==> src/rtl/srio_link_monitor.sv <==
// Serial RapidIO link bring-up monitor.
// Per channel, the raw lock / port / link / 1x status bits are synchronised
// and debounced. A bring-up FSM with a shared lock-to-link timeout budget
// then tracks each channel.
// Ports:
//   sys_clk, sys_rst           single clock, synchronous active-high reset
//   clk_lock_i, port_init_i,
//   link_init_i, mode_1x_i     raw endpoint status, one bit per channel
//   retrain_i                  one-cycle request forcing a channel to IDLE
//   clear_cnt_i                clears counters and sticky timeouts
//   state_o                    3-bit FSM state per channel
//   link_up_o, all_up_o        per-channel UP flag, registered AND of all
//   mode_1x_o                  filtered 1x-mode flag
//   *_pulse_o                  one-cycle bring-up / link-down events
//   timeout_o                  sticky, set on entry to FAIL
//   up_cnt_o, down_cnt_o       saturating UP entry / exit counters
module srio_link_monitor #(
    parameter int unsigned CHANNELS       = 2,
    parameter int unsigned DEBOUNCE       = 4,
    parameter int unsigned TIMEOUT_CYCLES = 65536,
    parameter int unsigned CNT_W          = 16
) (
    input  logic                      sys_clk,
    input  logic                      sys_rst,
    input  logic [CHANNELS-1:0]       clk_lock_i,
    input  logic [CHANNELS-1:0]       port_init_i,
    input  logic [CHANNELS-1:0]       link_init_i,
    input  logic [CHANNELS-1:0]       mode_1x_i,
    input  logic [CHANNELS-1:0]       retrain_i,
    input  logic                      clear_cnt_i,
    output logic [3*CHANNELS-1:0]     state_o,
    output logic [CHANNELS-1:0]       link_up_o,
    output logic                      all_up_o,
    output logic [CHANNELS-1:0]       mode_1x_o,
    output logic [CHANNELS-1:0]       port_up_pulse_o,
    output logic [CHANNELS-1:0]       link_up_pulse_o,
    output logic [CHANNELS-1:0]       link_down_pulse_o,
    output logic [CHANNELS-1:0]       timeout_o,
    output logic [CNT_W*CHANNELS-1:0] up_cnt_o,
    output logic [CNT_W*CHANNELS-1:0] down_cnt_o
);

    localparam int unsigned NB = 4 * CHANNELS;
    localparam int unsigned DW = (DEBOUNCE > 1) ? $clog2(DEBOUNCE) : 1;
    localparam int unsigned TW = $clog2(TIMEOUT_CYCLES);
    localparam logic [DW-1:0]    RUN_LAST = DW'(DEBOUNCE - 1);
    localparam logic [TW-1:0]    TMR_LAST = TW'(TIMEOUT_CYCLES - 1);
    localparam logic [CNT_W-1:0] CNT_MAX  = {CNT_W{1'b1}};

    typedef enum logic [2:0] {
        S_IDLE      = 3'd0,
        S_WAIT_PORT = 3'd1,
        S_WAIT_LINK = 3'd2,
        S_UP        = 3'd3,
        S_FAIL      = 3'd4
    } state_e;

    // Conditioned bits are laid out as {mode, link, port, lock}.
    logic [NB-1:0]       raw_w;
    logic [NB-1:0]       sync1_q, sync2_q;
    logic [NB-1:0]       filt_q, filt_d;
    logic [DW-1:0]       run_q [NB];
    logic [DW-1:0]       run_d [NB];

    logic [CHANNELS-1:0] retrain_q;
    state_e              state_q [CHANNELS];
    state_e              state_d [CHANNELS];
    logic [TW-1:0]       timer_q [CHANNELS];
    logic [TW-1:0]       timer_d [CHANNELS];
    logic [CNT_W-1:0]    up_q    [CHANNELS];
    logic [CNT_W-1:0]    up_d    [CHANNELS];
    logic [CNT_W-1:0]    down_q  [CHANNELS];
    logic [CNT_W-1:0]    down_d  [CHANNELS];
    logic [CHANNELS-1:0] timeout_q, timeout_d;
    logic [CHANNELS-1:0] link_up_q, link_up_d;
    logic [CHANNELS-1:0] pu_q, pu_d, lu_q, lu_d, ld_q, ld_d;
    logic                all_up_q;

    assign raw_w = {mode_1x_i, link_init_i, port_init_i, clk_lock_i};

    // Debounce: a bit follows the synchronised value only after it has
    // disagreed for DEBOUNCE consecutive cycles; any agreement restarts.
    always_comb begin
        filt_d = filt_q;
        for (int b = 0; b < int'(NB); b++) begin
            run_d[b] = '0;
            if (sync2_q[b] != filt_q[b]) begin
                if (run_q[b] == RUN_LAST) begin
                    filt_d[b] = sync2_q[b];
                end else begin
                    run_d[b] = run_q[b] + DW'(1);
                end
            end
        end
    end

    // Per-channel bring-up FSM, timer, events and counters.
    always_comb begin
        for (int c = 0; c < int'(CHANNELS); c++) begin
            logic lock, port, link, timed_out;
            state_d[c]   = state_q[c];
            timer_d[c]   = timer_q[c];
            up_d[c]      = up_q[c];
            down_d[c]    = down_q[c];
            timeout_d[c] = timeout_q[c];
            pu_d[c]      = 1'b0;
            lu_d[c]      = 1'b0;
            ld_d[c]      = 1'b0;
            link_up_d[c] = 1'b0;

            lock      = filt_q[c];
            port      = filt_q[CHANNELS + c];
            link      = filt_q[2*CHANNELS + c];
            timed_out = (timer_q[c] == TMR_LAST);

            // Shared budget across WAIT_PORT/WAIT_LINK; saturating so a
            // last-cycle progress step cannot wrap into a fresh budget.
            if ((state_q[c] == S_WAIT_PORT || state_q[c] == S_WAIT_LINK) && !timed_out) begin
                timer_d[c] = timer_q[c] + TW'(1);
            end

            if (retrain_q[c]) begin
                state_d[c] = S_IDLE;
            end else begin
                case (state_q[c])
                    S_IDLE: begin
                        if (lock) begin
                            state_d[c] = S_WAIT_PORT;
                            timer_d[c] = '0;
                        end
                    end
                    S_WAIT_PORT: begin
                        if (!lock)          state_d[c] = S_IDLE;
                        else if (port)      state_d[c] = S_WAIT_LINK;
                        else if (timed_out) state_d[c] = S_FAIL;
                    end
                    S_WAIT_LINK: begin
                        if (!lock)          state_d[c] = S_IDLE;
                        else if (!port)     state_d[c] = S_WAIT_PORT;
                        else if (link)      state_d[c] = S_UP;
                        else if (timed_out) state_d[c] = S_FAIL;
                    end
                    S_UP: begin
                        if (!lock)          state_d[c] = S_IDLE;
                        else if (!port)     state_d[c] = S_WAIT_PORT;
                        else if (!link)     state_d[c] = S_WAIT_LINK;
                    end
                    S_FAIL: begin
                        if (!lock)          state_d[c] = S_IDLE;
                    end
                    default: state_d[c] = S_IDLE;
                endcase
            end

            pu_d[c]      = (state_q[c] == S_WAIT_PORT) && (state_d[c] == S_WAIT_LINK);
            lu_d[c]      = (state_q[c] != S_UP) && (state_d[c] == S_UP);
            ld_d[c]      = (state_q[c] == S_UP) && (state_d[c] != S_UP);
            link_up_d[c] = (state_d[c] == S_UP);
            if (ld_d[c]) begin
                timer_d[c] = '0;
            end

            // Clear beats any same-cycle increment or sticky set.
            if (clear_cnt_i) begin
                up_d[c]      = '0;
                down_d[c]    = '0;
                timeout_d[c] = 1'b0;
            end else begin
                if (lu_d[c] && up_q[c] != CNT_MAX)   up_d[c]   = up_q[c] + CNT_W'(1);
                if (ld_d[c] && down_q[c] != CNT_MAX) down_d[c] = down_q[c] + CNT_W'(1);
                if (state_q[c] != S_FAIL && state_d[c] == S_FAIL) timeout_d[c] = 1'b1;
            end
        end
    end

    // State registers.
    always_ff @(posedge sys_clk) begin
        if (sys_rst) begin
            sync1_q   <= '0;
            sync2_q   <= '0;
            filt_q    <= '0;
            retrain_q <= '0;
            timeout_q <= '0;
            link_up_q <= '0;
            pu_q      <= '0;
            lu_q      <= '0;
            ld_q      <= '0;
            all_up_q  <= 1'b0;
            for (int b = 0; b < int'(NB); b++) begin
                run_q[b] <= '0;
            end
            for (int c = 0; c < int'(CHANNELS); c++) begin
                state_q[c] <= S_IDLE;
                timer_q[c] <= '0;
                up_q[c]    <= '0;
                down_q[c]  <= '0;
            end
        end else begin
            sync1_q   <= raw_w;
            sync2_q   <= sync1_q;
            filt_q    <= filt_d;
            retrain_q <= retrain_i;
            timeout_q <= timeout_d;
            link_up_q <= link_up_d;
            pu_q      <= pu_d;
            lu_q      <= lu_d;
            ld_q      <= ld_d;
            all_up_q  <= &link_up_q;
            for (int b = 0; b < int'(NB); b++) begin
                run_q[b] <= run_d[b];
            end
            for (int c = 0; c < int'(CHANNELS); c++) begin
                state_q[c] <= state_d[c];
                timer_q[c] <= timer_d[c];
                up_q[c]    <= up_d[c];
                down_q[c]  <= down_d[c];
            end
        end
    end

    // Output packing.
    for (genvar c = 0; c < int'(CHANNELS); c++) begin : g_out
        assign state_o[c*3 +: 3]        = state_q[c];
        assign up_cnt_o[c*CNT_W +: CNT_W]   = up_q[c];
        assign down_cnt_o[c*CNT_W +: CNT_W] = down_q[c];
    end

    assign link_up_o         = link_up_q;
    assign all_up_o          = all_up_q;
    assign mode_1x_o         = filt_q[3*CHANNELS +: CHANNELS];
    assign port_up_pulse_o   = pu_q;
    assign link_up_pulse_o   = lu_q;
    assign link_down_pulse_o = ld_q;
    assign timeout_o         = timeout_q;

endmodule

==> config.mk <==
export PLATFORM = sky130hd
export DESIGN_NAME = srio_link_monitor
export DESIGN_NICKNAME = d
export VERILOG_FILES = /design/src/rtl/srio_link_monitor.sv
export SDC_FILE = /design/constraint.sdc
export NUM_CORES = 1
export LEC_CHECK = 0
export ABC_AREA = 1
export CORE_ASPECT_RATIO = 1.75
export CORE_UTILIZATION = 45
export DETAILED_ROUTE_END_ITERATION = 8
export GPL_TIMING_DRIVEN = 0
export PLACE_DENSITY = 0.71
export SYNTH_ARGS = -nofsm -noshare
export SYNTH_HDL_FRONTEND = slang
export SYNTH_SLANG_ARGS = --single-unit
==> constraint.sdc <==
create_clock -name sys_clk -period 2.5 [get_ports sys_clk]
set_input_delay 0.375 -clock sys_clk [delete_from_list [all_inputs] [get_ports sys_clk]]
set_output_delay 0.375 -clock sys_clk [all_outputs]
set_load 0.05 [all_outputs]
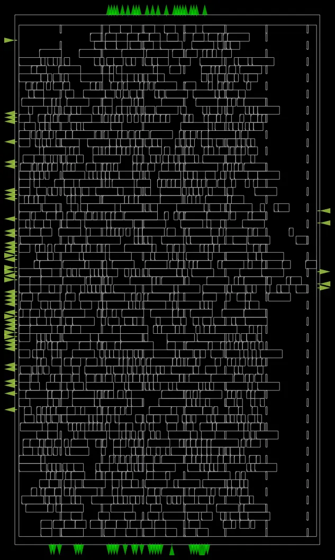
*Cell placement*
FP Rows: 63
Non-Filler Instances: 1430
Core Box Area: 0.0171 mm²
flop share of the area: 31.8%
Core Util, Final: 57.1%

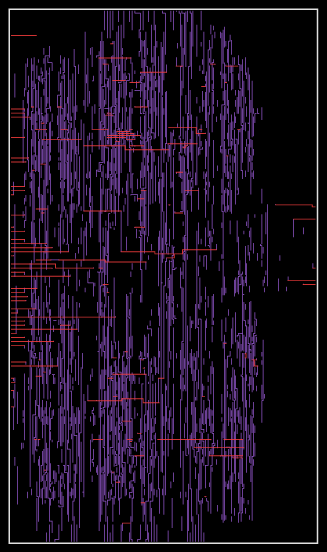
*Metal layers overlaid*
Scale: 3 px per µm. Only two layers are drawn.
- metal 2: purple (wire length 10800 µm)
- metal 3: red (wire length 757 µm)
via count: 7370
Global Route Usage Sum: 22.9%
Detailed Route WL: 19.9 mm
DR WL/cell: 13.9 µm

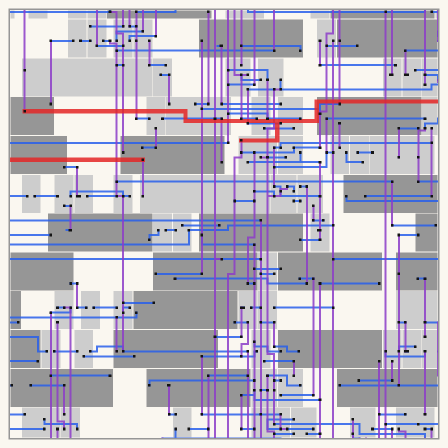
*Close-up of the layout*
Window x 36 to 66, y 74 to 104 µm. Cells in gray, sequential cells in the stronger gray; small squares are vias.
- metal 1: blue
- metal 3: red
- metal 2: purple
- most frequent: nor2_1 (17), dfxtp_1 (17), inv_1 (15)
- cells with their middle in the window: 71
- netlist names of flops here include: run_q (5), sync1_q (4), sync2_q (4)
- sequential cells in the window: 17

==> job_summary.md <==
## Implementation flow summary

| Metric | Value |
|---|---|
| Clock-pin slew on the worst setup and hold paths | 0.06 ns |
| Ys Warns | 0 |
| Seq share, synth | 39.2% |
| Drt pass-1 iters | 5 |
| Hold Violations, Final | 0 |
| Worst hold path cell count | 2 |
| Synth cell types | 45 |
| Share of layout cells above drive strength 1 | 8.89% |
| Max-cap viol count | 0 |
| R2r setup slk | 0.27 ns |
| Area leader, netlist | dfxtp_1 |
| Total Neg Setup Slack | 0 ns |
| Die height | 178 µm |
| Initial antenna violation count | 0 |
| Reg2reg end | down_q[0][12] |
| Synth top cell by count | nand2_1 |
| Syn_nets | 1104 |
| Die W | 102 µm |
| Logic pwr share | 2.0% |
| Worst hold start | sync1_q[3] |
| Post-synthesis area per instance | 7.35 µm² |
| Final worst setup slack | 0.274 ns |
| Top cells by count, synth | nand2_1 (195), nor2_1 (173), dfxtp_1 (155) |
| Net switching power figure | 1.10 mW |
| Remaining Overflow, GRT | 0 |
| Worst R2R Path Depth | 8 |
| Pint | 4.22 mW |
| Ys async rst share | 0% |
| Final max-slew violation count | 0 |
| Status | complete, no violations |
| Adder Share, Synth | 2.21% |
| CP cell instances | ha_1 > nand2_2 > nor3_2 > and2_1 > nand4_2 > clkbuf_1 > nand4_1 > a21oi_2 |
| Initial DRC count | 295 |
| Min-Delay Endpoint | sync2_q[3] |
| Largest net degree at the start of global routing | 17 |
| Fill cells | 1608 |
| Total tool warning count | 26 |
| Max frequency | 449 MHz |
| Antenna-violating nets left | 0 |
| Area share of the largest cell type after synthesis | 39.2% |
| Post-synth top flop | dfxtp_1 |
| Pre-CTS setup slack | 0.348 ns |
| Post-route cell area | 0.00976 mm² |
| Worst Setup End Kind | flop |
| N_diodes | 0 |
| Cts bufs inserted | 17 |
| Worst IR Drop VDD | 0.456 mV |
| FP Util | 46.3% |
| Ys cells | 1077 |
| Crit path time final | 2.23 ns |
| Post-route clock period utilization | 89.0% |
| Slew @ Worst Pin | 0.706 ns |
| Synth logic family | simple AND/OR/NAND/NOR gates |
| Post-CTS Hold Buffers | 0 |
| Ys flops | 155 |
| Clk_lat worst skew | 0.42 ns |
| Mux area share | 0% |
| Simple-gate share of the synthesized area | 33.6% |
| CTS H-tree depth | 4 |
| Max FO, Critical Path | 10 |
| Cell area after synthesis | 0.00792 mm² |
| Worst path max stage delay | 0.43 ns |
| Reg power frac | 46.9% |
| Lkg Pwr | 3.52 nW |
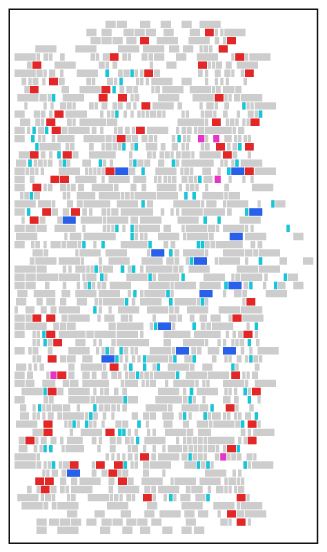
*Gate-type map*
Scale: 3 px per µm.
- AND and OR gates: magenta (cells 5)
- XOR/XNOR gates: red (cells 71; where all over the die)
- inverters: cyan (cells 114)
- adder and majority cells: blue (cells 14)

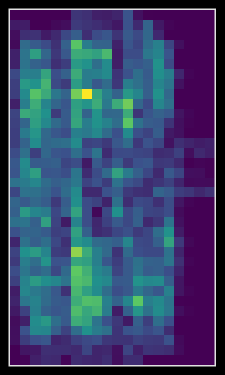
*Wiring heat map*
Scale: 2 px per µm. The die is cut into 20 by 36 equal tiles; dark purple is low, yellow is high, scaled to the fullest tile. Values are wire area over tile area, all layers added.
- mean over tiles: 0.18
- nearly empty tiles: 17%
- tiles over half the peak: 10%
- fullest tile: 0.72

## how the worst max path moves through the flow
stage                  start            end  cells past startpoint
2_1_floorplan   down_q[0][1]  down_q[0][11]                      9
3_3_place_gp         sys_rst    up_q[0][15]                      6
3_5_place_dp         sys_rst    up_q[0][15]                      6
4_1_cts        state_q[0][1]     state_o[1]                      1
5_1_grt         down_q[0][0]   down_q[0][8]                      8
6_report        down_q[0][0]  down_q[0][12]                      8
## flip-flops by register name, summed over array words and instances, names as in the netlist
signal and flops:
down_q 32, sync2_q 8, timer_q 32, link_up_o 2, retrain_q 2, timeout_o 2, all_up_o 1, link_down_pulse_o 2
port_up_pulse_o 2, filt_q 8, state_q 6, link_up_pulse_o 2, sync1_q 8, up_q 32, run_q 16
## cells by family (layout without fill, tap and decap cells)
logic type               after synthesis  count (layout)
AND-OR/OR-AND                        123             123
XOR/XNOR                              71              71
adder cells (fa/ha/maj)               14              14
buffers and inverters                148             274
flip-flops                           155             155
AND/OR/NAND/NOR                      566             566
## through the flow
step | power, mW | cells
floorplan | 2.61 | 1077
global placement | 2.65 | 1398
detailed placement | 2.66 | 1398
CTS | 5.37 | 1430
global route | 5.49 | 1430
finish | 5.32 | 1430
## cells in the final DEF, fill, tap and decap left out, types with 5 or more instances in the layout
cell type,synthesis,final
nand2_1,195,195
nor2_1,173,173
dfxtp_1,155,155
inv_1,107,107
clkdlybuf4s50_1,0,94
nand4_1,71,71
a21oi_1,65,65
xor2_1,51,51
nand3_1,40,40
nor3_1,31,31
clkbuf_1,23,25
nand2_2,20,20
xnor2_1,20,20
o21ai_0,17,17
clkbuf_16,0,17
ha_1,14,14
o211ai_1,13,13
a21oi_2,10,10
buf_4,6,6
inv_2,5,5
o21ai_1,5,5
nand4_2,5,5
## power groups by stage
stage	sequential [mW]	combinational (mW)	clock, mW
final	2.50	0.104	2.72
after global routing	2.50	0.116	2.87
after CTS	2.50	0.106	2.77
after detailed placement	2.55	0.105	0
after global placement	2.55	0.104	0
after floorplan	2.55	0.0611	0
## cell type report
class	instances	area [µm²]	area share [%]
multi-input cells	774	4200	43.1
flip-flops and latches	155	3100	31.8
repair buffers	94	941	9.64
clock buffers	20	447	4.58
inverters	114	428	4.38
well taps	227	284	2.91
plain buffers	34	185	1.90
clock inverters	12	171	1.76
## critical path, delay by kind of cell (launching register included)
| family | cells | cell delay, ns |
|---|---|---|
| AND-OR/OR-AND | 1 | 0.06 |
| adder cells (fa/ha/maj) | 1 | 0.23 |
| buffers and inverters | 1 | 0.31 |
| flip-flops | 1 | 0.43 |
| AND/OR/NAND/NOR | 5 | 1.04 |
## metal layers
metal  vias to the layer above  track usage [%]  wire (µm)
met5                         -                0          0
met4                         0             14.6        887
met3                        67             4.61        756
met2                       175             42.7      10800
met1                      3361             22.2       7410
li1                       3767                -          -
Power is estimated from default activity; no workload was simulated.
